$ cat src/rtl/xor_frame_pkg.sv
// Shared types and helpers for the streaming XOR frame checksum.
package xor_frame_pkg;

    typedef enum logic [1:0] {
        StIdle  = 2'd0,
        StAccum = 2'd1,
        StDone  = 2'd2
    } state_e;

    // Bits needed to hold a count of 0..max inclusive.
    function automatic int unsigned cnt_w(input int unsigned max);
        return $clog2(max + 1);
    endfunction

endpackage

$ cat src/rtl/xor_word.sv
// WIDTH-bit bitwise XOR of two words; purely combinational.
module xor_word #(
    parameter int unsigned WIDTH = 8
) (
    input  logic [WIDTH-1:0] a_i,
    input  logic [WIDTH-1:0] b_i,
    output logic [WIDTH-1:0] y_o
);

    assign y_o = a_i ^ b_i;

endmodule

$ cat src/rtl/xor_frame_checksum.sv
// Folds each valid/ready input frame into an XOR checksum with parity, a saturating
// word count and an overflow flag, presented on a valid/ready output port.
module xor_frame_checksum
    import xor_frame_pkg::*;
#(
    parameter int unsigned WIDTH      = 8,
    parameter int unsigned MAX_WORDS  = 16,
    parameter int unsigned ODD_PARITY = 0,
    localparam int unsigned CW        = cnt_w(MAX_WORDS)
) (
    input  logic             clk,
    input  logic             reset,
    input  logic             in_valid,
    output logic             in_ready,
    input  logic [WIDTH-1:0] in_data,
    input  logic             in_last,
    output logic             out_valid,
    input  logic             out_ready,
    output logic [WIDTH-1:0] out_sum,
    output logic             out_parity,
    output logic [CW-1:0]    out_count,
    output logic             out_overflow
);

    localparam logic [CW-1:0] MaxCount = CW'(MAX_WORDS);
    localparam logic          OddBit   = (ODD_PARITY != 0);

    state_e           state_q, state_d;
    logic [WIDTH-1:0] sum_q, sum_d;
    logic [WIDTH-1:0] sum_fold;
    logic [CW-1:0]    count_q, count_d;
    logic             ovf_q, ovf_d;
    logic             accept;

    xor_word #(
        .WIDTH(WIDTH)
    ) u_fold (
        .a_i(sum_q),
        .b_i(in_data),
        .y_o(sum_fold)
    );

    // Ready comes from the registered state only, so DONE never absorbs input.
    assign in_ready = (state_q == StIdle) || (state_q == StAccum);
    assign accept   = in_valid & in_ready;

    always_comb begin
        state_d = state_q;
        sum_d   = sum_q;
        count_d = count_q;
        ovf_d   = ovf_q;
        unique case (state_q)
            StIdle: begin
                if (accept) begin
                    sum_d   = in_data;
                    count_d = CW'(1);
                    ovf_d   = 1'b0;
                    state_d = in_last ? StDone : StAccum;
                end
            end
            StAccum: begin
                if (accept) begin
                    sum_d = sum_fold;
                    if (count_q < MaxCount) begin
                        count_d = count_q + CW'(1);
                    end else begin
                        ovf_d = 1'b1;
                    end
                    if (in_last) begin
                        state_d = StDone;
                    end
                end
            end
            StDone: begin
                if (out_ready) begin
                    sum_d   = '0;
                    count_d = '0;
                    ovf_d   = 1'b0;
                    state_d = StIdle;
                end
            end
            default: begin
                sum_d   = '0;
                count_d = '0;
                ovf_d   = 1'b0;
                state_d = StIdle;
            end
        endcase
    end

    always_ff @(posedge clk) begin
        if (reset) begin
            state_q <= StIdle;
            sum_q   <= '0;
            count_q <= '0;
            ovf_q   <= 1'b0;
        end else begin
            state_q <= state_d;
            sum_q   <= sum_d;
            count_q <= count_d;
            ovf_q   <= ovf_d;
        end
    end

    assign out_valid    = (state_q == StDone);
    assign out_sum      = sum_q;
    assign out_parity   = (^sum_q) ^ OddBit;
    assign out_count    = count_q;
    assign out_overflow = ovf_q;

endmodule
$ cat config.mk
export PLATFORM = sky130hd
export DESIGN_NAME = xor_frame_checksum
export DESIGN_NICKNAME = d
export VERILOG_FILES = /design/src/rtl/xor_frame_pkg.sv /design/src/rtl/xor_word.sv /design/src/rtl/xor_frame_checksum.sv
export SDC_FILE = /design/constraint.sdc
export NUM_CORES = 1
export LEC_CHECK = 0
export ABC_AREA = 1
export CAP_MARGIN = 20
export CORE_MARGIN = 8
export CORE_UTILIZATION = 42
export CTS_CLUSTER_DIAMETER = 40
export DETAILED_ROUTE_END_ITERATION = 7
export PLACE_DENSITY = 0.74
export SKIP_CTS_REPAIR_TIMING = 1
export SLEW_MARGIN = 5
export SYNTH_ARGS = -nofsm -noshare
export SYNTH_HDL_FRONTEND = slang
export SYNTH_HIERARCHICAL = 1
export SYNTH_SLANG_ARGS = --single-unit
$ cat constraint.sdc
create_clock -name clk -period 1.3 [get_ports clk]
set_clock_uncertainty 0.2 [all_clocks]
set_input_delay 0.195 -clock clk [delete_from_list [all_inputs] [get_ports clk]]
set_output_delay 0.195 -clock clk [all_outputs]
set_load 0.01 [all_outputs]
**Gate families picked out**

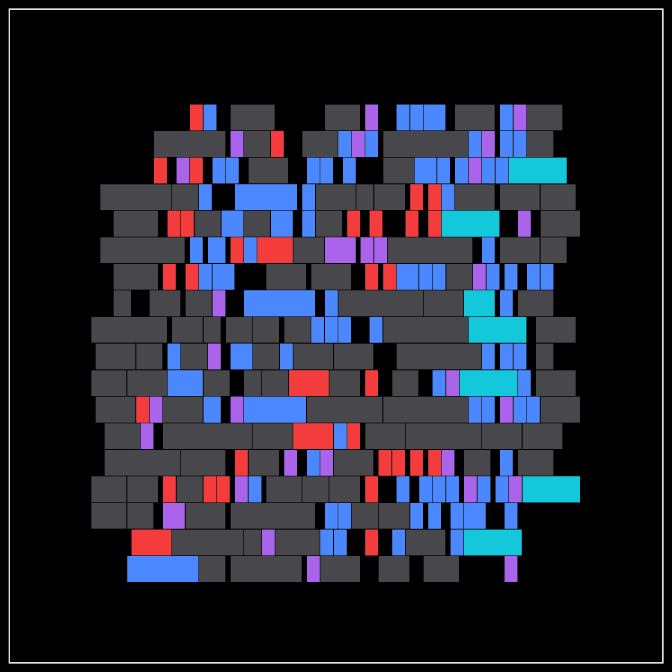
colour	family	cells
cyan	XOR/XNOR gates	7
purple	inverters	29
red	NOR gates	34
blue	NAND gates	84

**Congestion heat map**

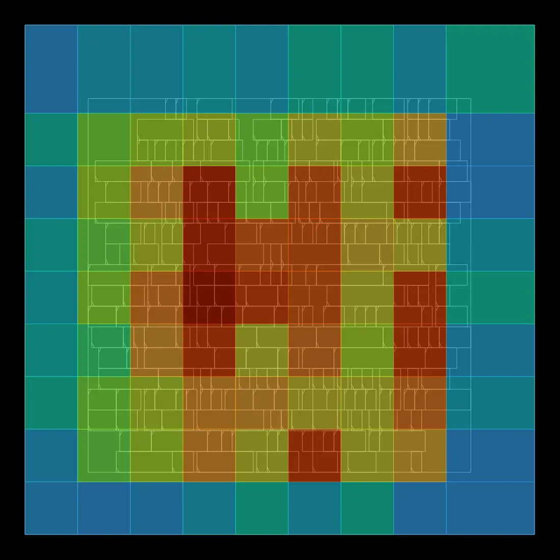
met2 Resource Use GR: 0.250
all-layer global routing usage: 0.138
WL per Instance: 13.3 um
routing usage on met3: 0.0369
grt met1 use: 0.148

**Clock network drawn from the DEF**

Bar = 20 um.
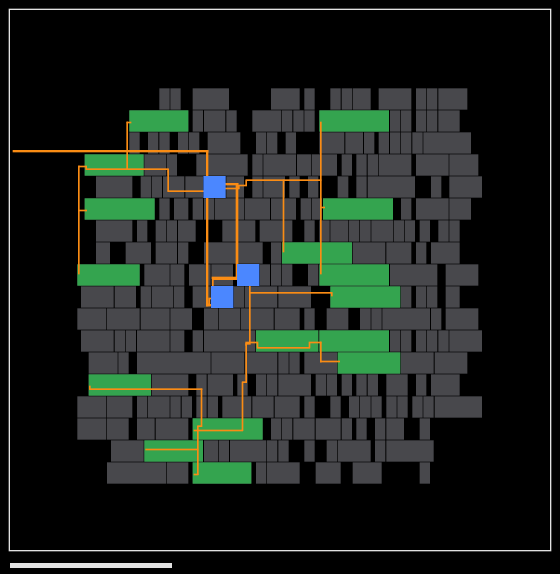
[green] flip-flops | count: 16
[blue] clock drivers | count: 3
[orange] clock wires | length: 237 um
routed clock nets	4

==> impl_metrics.ini <==
; yosys + openroad results
[run_status]
status = finished, violations left
violations = setup timing

[power]
p_leak_nw = 1.06
power_frac_comb = 0.466
switching_share = 0.364
powerClk_mw = 0.273
p_int_mw = 1.02
powerSeq_mw = 0.587
p_switching_mw = 0.586
clockPowerShare = 0.170
p_seq_frac = 0.365

[placed_design]
hpwl_mm = 2.44
routabilityCongestion = 0.909
dp_cells = 276

[cells_and_area]
layout_top_cell = nand2_1
layout_top_cells = nand2_1 (69), nor2_1 (30), buf_6 (27)
clkbuf_count = 3
sh_comb_area = 0.405
area_delta_synth_final_pct = 84.3
clkCellAreaFrac = 0.0113
buffers = 67
register_area_um2 = 355
utilization = 0.812
fin_nets = 272
logic_area_um2 = 808
ff_count = 16
seq_share = 0.178
logic_gate_count = 141
drive_gt1_frac = 0.395
dominant-cell-class = logic gates
bufAreaShareNonClock = 0.328

[routing]
dr.first_iter.drc_count = 59
drt-pass1-iter-count = 4
ant_nets = 0
drc_errors = 0
m1WireLength_mm = 1.54
route.met3.wl_um = 151
vias = 1400

[logic_synthesis]
syn_nets = 204
synth_area_per_cell_um2 = 5.70
ys.flop_type = dfxtp_1
synth_cell_types = 20
ys_cells = 190
yosys_warnings = 6
synthArstFlopShare = 0
edf_count = 0
synth_area_um2 = 1080
synthXorXnorAreaFrac = 0.0566

[setup_path]
path_class = reg -> out
r2r_start = state_q[1]
reg2reg_to = out_count[4]
path_depth = 7
arrival_ps = 1270
critPathTopFamily = flip-flops
cpMostUsedCell = nand2_1
required_ps = 900
ff2ff_setup_slack_ps = -70

[clock_network]
cts_tree = done
cts_htree_levels = 1
clk_path_buf_depth = 2
cts_sinks = 16

[sta]
drv_slew = 0
setup_tns_ps = -792
finalHoldWorstSlack_ps = 245
setup_slack_ps = -363
hold_viol_final = 0
rsz0062_at_grt = true
setup_viol = 16
max_freq_mhz = 601

[die]
dieHeight_um = 66.8
io_pins = 30
row_count = 18
fp.dieW_um = 66.8

[hold_path]
hold_path_depth = 2
min-delay-path-class = reg -> reg

[global_routing]
grt_pass1_wl_mm = 4.87
grt_pass1_vias = 1172
antenna_found_initial = 0
**Cells coloured by class**

Bar = 20 um.
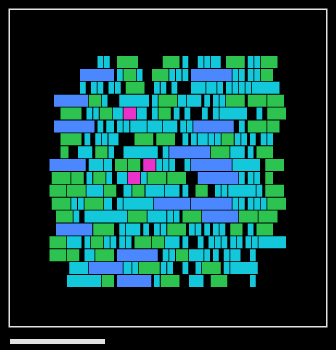
colour	class	cells	share of their area
cyan	combinational and other logic	170	47%
blue	flops	16	18%
magenta	clock drivers	3	1.2%
green	other buffers and delay cells	67	33%

**Where the registers sit**

Bar = 20 um.
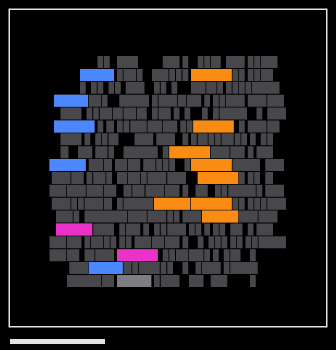
colour	name in the netlist	placed flops
orange	`out_sum`	8
blue	`out_count`	5
magenta	`state_q`	2

